## src/rtl/sosanh_sort_ctrl.sv

```systemverilog
// In-place ascending bubble sorter over an N x W register file, one shared comparator.
// Optional swap counter output enabled by defining SOSANH_SWAP_CNT_EN.
module sosanh_sort_ctrl #(
  parameter int N = 8,
  parameter int W = 4
) (
  input  logic                 clk,
  input  logic                 rst,
  input  logic                 wr_en,
  input  logic [$clog2(N)-1:0] wr_addr,
  input  logic [W-1:0]         wr_data,
  input  logic                 start,
  input  logic [$clog2(N)-1:0] rd_addr,
  output logic [W-1:0]         rd_data,
  output logic                 busy,
`ifdef SOSANH_SWAP_CNT_EN
  output logic [7:0]           swap_cnt,
`endif
  output logic                 done
);

  localparam int AW = $clog2(N);
  localparam logic [AW-1:0] LAST = AW'(N - 2);

  typedef enum logic [1:0] {S_IDLE, S_SORT, S_DONE} state_e;

  state_e        state_q;
  logic [W-1:0]  mem_q [N];
  logic [AW-1:0] j_q;
  logic [AW-1:0] pass_q;
  logic          swap_q;
  logic          busy_q;
  logic          done_q;
  logic [AW-1:0] j_d;
  logic [W-1:0]  cmp_lo;
  logic [W-1:0]  cmp_hi;
  logic          cmp_gt;
`ifdef SOSANH_SWAP_CNT_EN
  logic [7:0]    cnt_q;
`endif

  always_comb begin
    j_d    = j_q + AW'(1);
    cmp_lo = mem_q[j_q];
    cmp_hi = mem_q[j_d];
    cmp_gt = cmp_lo > cmp_hi;
  end

  always_ff @(posedge clk or posedge rst) begin
    if (rst) begin
      state_q <= S_IDLE;
      for (int unsigned i = 0; i < N; i++) mem_q[i] <= '0;
      j_q     <= '0;
      pass_q  <= '0;
      swap_q  <= 1'b0;
      busy_q  <= 1'b0;
      done_q  <= 1'b0;
`ifdef SOSANH_SWAP_CNT_EN
      cnt_q   <= '0;
`endif
    end else begin
      case (state_q)
        S_IDLE: begin
          done_q <= 1'b0;
          if (wr_en && int'(wr_addr) < N) mem_q[wr_addr] <= wr_data;
          if (start) begin
            state_q <= S_SORT;
            busy_q  <= 1'b1;
            j_q     <= '0;
            pass_q  <= '0;
            swap_q  <= 1'b0;
`ifdef SOSANH_SWAP_CNT_EN
            cnt_q   <= '0;
`endif
          end
        end
        S_SORT: begin
          if (cmp_gt) begin
            mem_q[j_q] <= cmp_hi;
            mem_q[j_d] <= cmp_lo;
`ifdef SOSANH_SWAP_CNT_EN
            cnt_q      <= cnt_q + 8'd1;
`endif
          end
          // End of pass: the final compare's swap counts toward the early-exit test.
          if (j_q == LAST) begin
            if (!(swap_q || cmp_gt) || pass_q == LAST) begin
              state_q <= S_DONE;
              busy_q  <= 1'b0;
              done_q  <= 1'b1;
            end else begin
              pass_q <= pass_q + AW'(1);
              j_q    <= '0;
              swap_q <= 1'b0;
            end
          end else begin
            j_q    <= j_d;
            swap_q <= swap_q | cmp_gt;
          end
        end
        S_DONE: begin
          done_q  <= 1'b0;
          state_q <= S_IDLE;
        end
        default: begin
          state_q <= S_IDLE;
          busy_q  <= 1'b0;
          done_q  <= 1'b0;
        end
      endcase
    end
  end

  assign rd_data = (int'(rd_addr) < N) ? mem_q[rd_addr] : '0;
  assign busy    = busy_q;
  assign done    = done_q;
`ifdef SOSANH_SWAP_CNT_EN
  assign swap_cnt = cnt_q;
`endif

endmodule

```

## config.mk

```make
export PLATFORM = sky130hd
export DESIGN_NAME = sosanh_sort_ctrl
export DESIGN_NICKNAME = d
export VERILOG_FILES = /design/src/rtl/sosanh_sort_ctrl.sv
export SDC_FILE = /design/constraint.sdc
export NUM_CORES = 1
export LEC_CHECK = 0
export CAP_MARGIN = 25
export CORE_MARGIN = 4
export CORE_UTILIZATION = 35
export CTS_CLUSTER_SIZE = 14
export DETAILED_ROUTE_END_ITERATION = 10
export GPL_ROUTABILITY_DRIVEN = 1
export PLACE_DENSITY_LB_ADDON = 0.08
export SLEW_MARGIN = 0
export SYNTH_ARGS = -nofsm -noshare
export SYNTH_HDL_FRONTEND = slang
export SYNTH_SLANG_ARGS = --single-unit
```

## constraint.sdc

```tcl
create_clock -name clk -period 4.64 [get_ports clk]
set_input_delay 0.928 -clock clk [delete_from_list [all_inputs] [get_ports clk]]
set_output_delay 0.928 -clock clk [all_outputs]
set_load 0.005 [all_outputs]
```

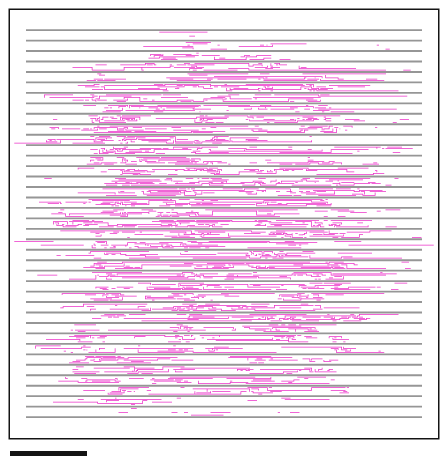
run_1/layer_met1.png
Bar = 20 µm. Supply wires on this layer in grey.
wire length on this layer: 6380 µm
main direction: horizontal
nets with wire on the layer: 431

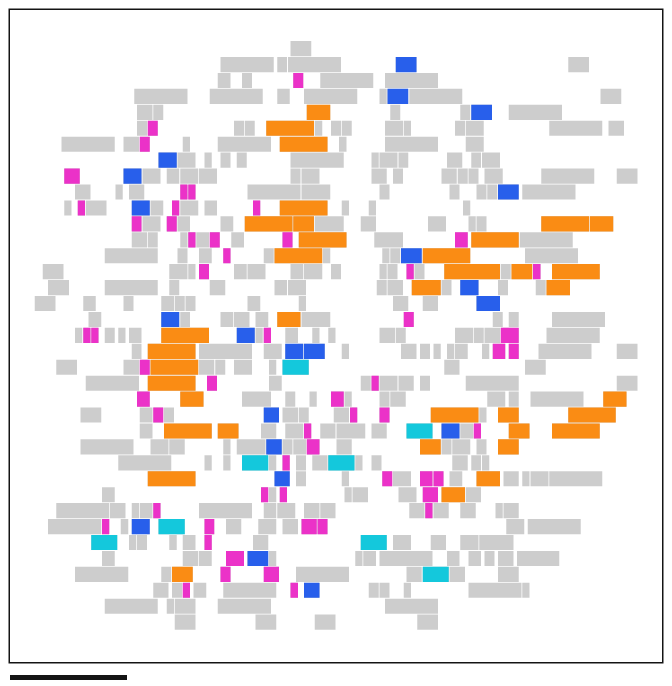
run_1/logic_types.png
Bar = 20 µm.
legend:
  nor cells:
    colour: magenta
    cells: 56
  fa/ha/maj cells:
    colour: cyan
    cells: 8
    where: bottom middle
  non-inverting ao/oa cells:
    colour: blue
    cells: 21
  mux cells:
    colour: orange
    cells: 37

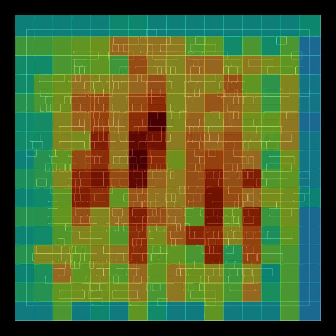
run_1/congestion.png
busiest grt layer: met2
DR WL/cell: 24.52 µm
met3 usage: 5.076%
grt met2 use: 33.41%

==> impl_metrics.ini, run 1 <==
; generated from flow reports
[clock_network]
ctsResizeCount = 0
cts_setup_buffers = 0
clock_sinks = 43
clk_root_buffer_cell = clkbuf_8
cts_max_level = 2

[die]
io_pins = 20
chipArea_um2 = 12390
rows = 37
die_w_um = 111.3

[yosys]
ys_sh_aoi_pct = 27.13
ys_sh_adder_pct = 2.679
topCellsByArea = dfrtp_1, mux4_2, nand2_1
async_flop_share_pct = 100.0
synth_cell_types = 66
synthCells = 421
most_common_cell = nand2_1
synth_xor_xnor_area_share_pct = 0.6698
top_area_cell = dfrtp_1

[layout]
post-route-util_pct = 40.79
flop_area_um2 = 1076
nets = 458
num-multi-input-gates = 340
nFillCells = 1054
inv_count = 8
final-comb-area_um2 = 2505
syn_to_final_growth_pct = 13.23

[routing]
drt-pass1-iter-count = 5

[grt]
grt_pass1_wl_um = 21570

[timing]
setup-tns-final_ns = 0
relSlewSlack_pct = 35.29
final-max-slew-violation-count = 0

[run]
warning_count = 28

[placement]
port_buffers = 19
gp_congestion = 0.8813

[critical_path]
crit_end = mem_q[28]
crit_path_end_kind = flop

[worst_hold_path]
whs_path_depth = 1
min_to = done

[run_status]
status = finished clean
-- run 1: critical path, cell delays in order (launching register included) --
cell      delay (ns)
dfrtp_1         0.39
buf_4           0.23
ha_1            0.84
nand3b_1        0.13
mux2_2          0.32
o221ai_1        0.10
inv_1           0.07
ha_1            0.29
nor2b_1         0.13
o211ai_1        0.47
a21o_1          0.46
nor2_1          0.24
a311oi_1        0.39
-- run 1: layout by cell type (no fill, tap or decap), drive strengths merged, types with 4 or more instances in the layout --
cell	instances
a211oi	9
a221oi	10
buf	19
nand2	44
ha	8
a21oi	31
nor3	19
mux4	20
and3	12
nand3	8
nor2b	4
nand3b	5
o311ai	4
dfrtp	43
mux2i	9
nand4	4
nor3b	4
nor2	25
mux2	8
o21ai	31
inv	7
o22ai	4
a221o	4
and2	4
clkbuf	7
clkdlybuf4s50	19
a31oi	7
o211ai	11
nand2b	6
-- run 1: through the flow --
| stage | setup WS (ns) | hold WS, ns | area [µm²] | cells |
|---|---|---|---|---|
| after floorplan | 1.068 | 0.4713 | 3736 | 421 |
| after global placement | 0.6249 | 0.4732 | 4106 | 564 |
| final | 0.4528 | 0.5044 | 4230 | 573 |
| after global routing | 0.2365 | 0.5555 | 4230 | 573 |
| after CTS | 0.5593 | 0.5092 | 4210 | 572 |
| after detailed placement | 0.5762 | 0.4876 | 4106 | 564 |
-- run 1: sequential cells by signal, indices dropped and copies added (netlist names) --
register,count
busy,1
pass_q,3
mem_q,32
state_q,2
swap_q,1
j_q,3
done,1
-- run 1: metal layers --
metal,global-route usage (%),wire [µm],up-vias
met5,0,0,-
met4,7.299,367,0
met3,5.076,1237,29
met2,33.41,6063,221
met1,31.98,6379,1874
li1,-,-,1692
run_1/detail.png
Bar = 10 µm. Region (63, 8) to (103, 48) µm. Cells in grey, sequential cells in the stronger grey; small squares are vias.
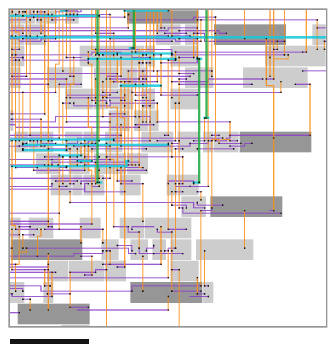

--- run 2 (diff from run 1) ---
--- a/config.mk
+++ b/config.mk
@@ -11,6 +11,7 @@
 export CTS_CLUSTER_SIZE = 14
 export DETAILED_ROUTE_END_ITERATION = 10
 export GPL_ROUTABILITY_DRIVEN = 1
+export GPL_TIMING_DRIVEN = 0
 export PLACE_DENSITY_LB_ADDON = 0.08
 export SLEW_MARGIN = 0
 export SYNTH_ARGS = -nofsm -noshare
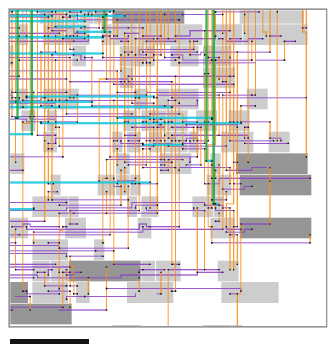
run_2/detail.png
Bar = 10 µm. Region (63, 8) to (103, 48) µm. Cells in grey, sequential cells in the stronger grey; small squares are vias.
legend:
  metal 4:
    colour: green
  metal 2:
    colour: orange
  metal 3:
    colour: cyan
  metal 1:
    colour: purple
sequential cells in the window: 6
most frequent: buf_2 (6), nand2_1 (6), dfrtp_1 (6)
netlist names of flops here include: mem_q (4), j_q (2)
cells with their middle in the window: 78

==> run 2 against run 1 <==
  * Critical endpoint unchanged
  * Worst hold slack about the same
  * Worst setup slack worse by 0.28 ns
  * Cell count up 2.4%
  * Highest routed layer unchanged
  * Critical path depth up 2
  * Largest cell class unchanged
==> impl_metrics.ini, run 2 <==
; generated from flow reports
[run_status]
status = finished clean

[layout]
flop_area_um2 = 1076
drive_gt1_share_pct = 14.41
lay_top_count = nand2_1
final-comb-area_um2 = 2531
syn_to_final_growth_pct = 14.17
post-route-util_pct = 41.13
final_area_um2 = 4265
nFillCells = 1054
top_regs = mem_q: 32 flops, j_q: 3 flops, pass_q: 3 flops
antenna_cells = 0
largest-register = mem_q
largest_reg_flops = 32
nets = 472
final_cell_mix = nand2_1, dfrtp_1, o21ai_0
layoutNonFillerInstCount = 587

[placement]
pre_cts_ws_ns = 0.03714
placed_cells = 576
gp_congestion = 0.9960
port_buffers = 17
dpl-instance-area_um2 = 4104

[critical_path]
rrSetupSlack_ns = 0.18
crit_path_start_kind = flop
crit_arrival_ns = 4.62
rr_startpoint = j_q[0]
crit_path_end_kind = flop
reg2reg_to = mem_q[28]
reg2reg_depth = 14
startpoint = j_q[0]
crit_end = mem_q[28]

[die]
rows = 37
die_w_um = 111.3
chipArea_um2 = 12390
core-area_um2 = 10370
io_pins = 20

[timing]
hold_violations = 0
period_needed_ns = 4.463
final-max-slew-violation-count = 0
relSlewSlack_pct = 23.92
setup_viol = 0
setup_ws_ns = 0.1770
setup-tns-final_ns = 0
timing.hold.ws_ns = 0.5041

[grt]
grt_pass1_vias = 3896
grt_usage_pct = 25.48
antenna_found_initial = 0
grt_pass1_wl_um = 24010
grt_max_degree = 26
overflow = 0

[clock_network]
cts_max_path_buffers = 2
cts_max_level = 2
ctsResizeCount = 0
clock_sinks = 43
holdBufCountCts = 0
clkSlewWorstSetupHoldPaths_ns = 0.10
clk_root_buffer_cell = clkbuf_8
numCtsBuffers = 5
cts_setup_buffers = 0

[yosys]
top_area_cell = dfrtp_1
most_common_cell = nand2_1
yosysChipArea_um2 = 3736
syn_area_per_cell_um2 = 8.874
ys_seq_elements = 43
topCellsByArea = dfrtp_1, mux4_2, nand2_1
synth_cell_types = 66
synthCells = 421
ys_seq_share_pct = 28.80
async_flop_share_pct = 100.0

[routing]
drt-pass1-iter-count = 5
wl_per_cell_um = 27.31
initialDrtViolationCount = 494
final_antenna_net_count = 0

[run]
warning_count = 28
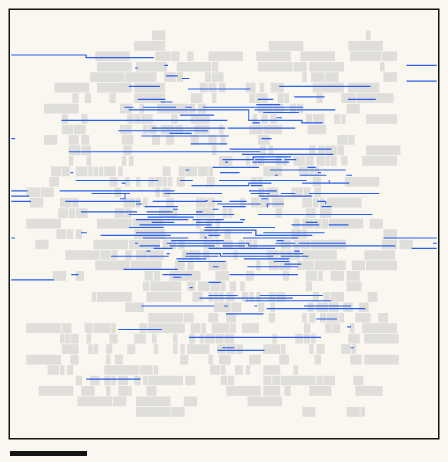
run_2/layer_met3.png
Bar = 20 µm.
longest straight run: 49.5 µm
wire length on this layer: 1740 µm
main direction: horizontal
nets with wire on the layer: 105
share of all routed wire: 11%

## run 2: worst max-delay path, cell delays in order (launching register included)
cell      delay (ns)
dfrtp_1         0.43
buf_2           0.26
inv_1           0.08
buf_2           0.21
ha_1            0.51
clkbuf_4        0.33
mux4_2          0.62
mux2i_1         0.19
ha_1            0.27
nand4_1         0.17
nand2_1         0.15
a21o_1          0.25
clkbuf_1        0.23
nor2_1          0.44
a311oi_1        0.17
## run 2: kinds of logic after synthesis
kind of cell | after synthesis | share of synthesized area (%)
DFF | 43 | 28.80
and+or+nand+nor | 145 | 19.42
buffers and inverters | 38 | 4.220
xor gates and xnor gates | 2 | 0.6700
adders and majority gates | 8 | 2.679
muxes | 37 | 17.08
AOI/OAI and AO/OA | 148 | 27.13
## run 2: area by class of cell
cell class | instances | share of cell area [%]
flip-flops and latches | 43 | 25.23
plain buffers | 30 | 3.256
well taps | 136 | 3.989
inverters | 8 | 0.7040
multi-input cells | 340 | 59.34
clock buffers | 6 | 1.936
repair buffers | 22 | 5.163
clock inverters | 2 | 0.3813
## run 2: routing by layer
| layer | track usage (%) | wire length (µm) | up-vias |
|---|---|---|---|
| met5 | 0 | 0 | - |
| met4 | 10.71 | 720 | 0 |
| met3 | 5.240 | 1742 | 60 |
| met2 | 37.15 | 6857 | 293 |
| met1 | 36.72 | 6709 | 1946 |
| li1 | - | - | 1715 |
## run 2: worst min path at each step
stage	from	end	slack [ns]	depth (start not counted)
2_1_floorplan	pass_q[0]	pass_q[0]	0.47	1
3_3_place_gp	done	done	0.47	1
3_5_place_dp	done	done	0.49	1
4_1_cts	done	done	0.51	1
5_1_grt	pass_q[0]	pass_q[0]	0.56	1
6_report	done	done	0.50	1
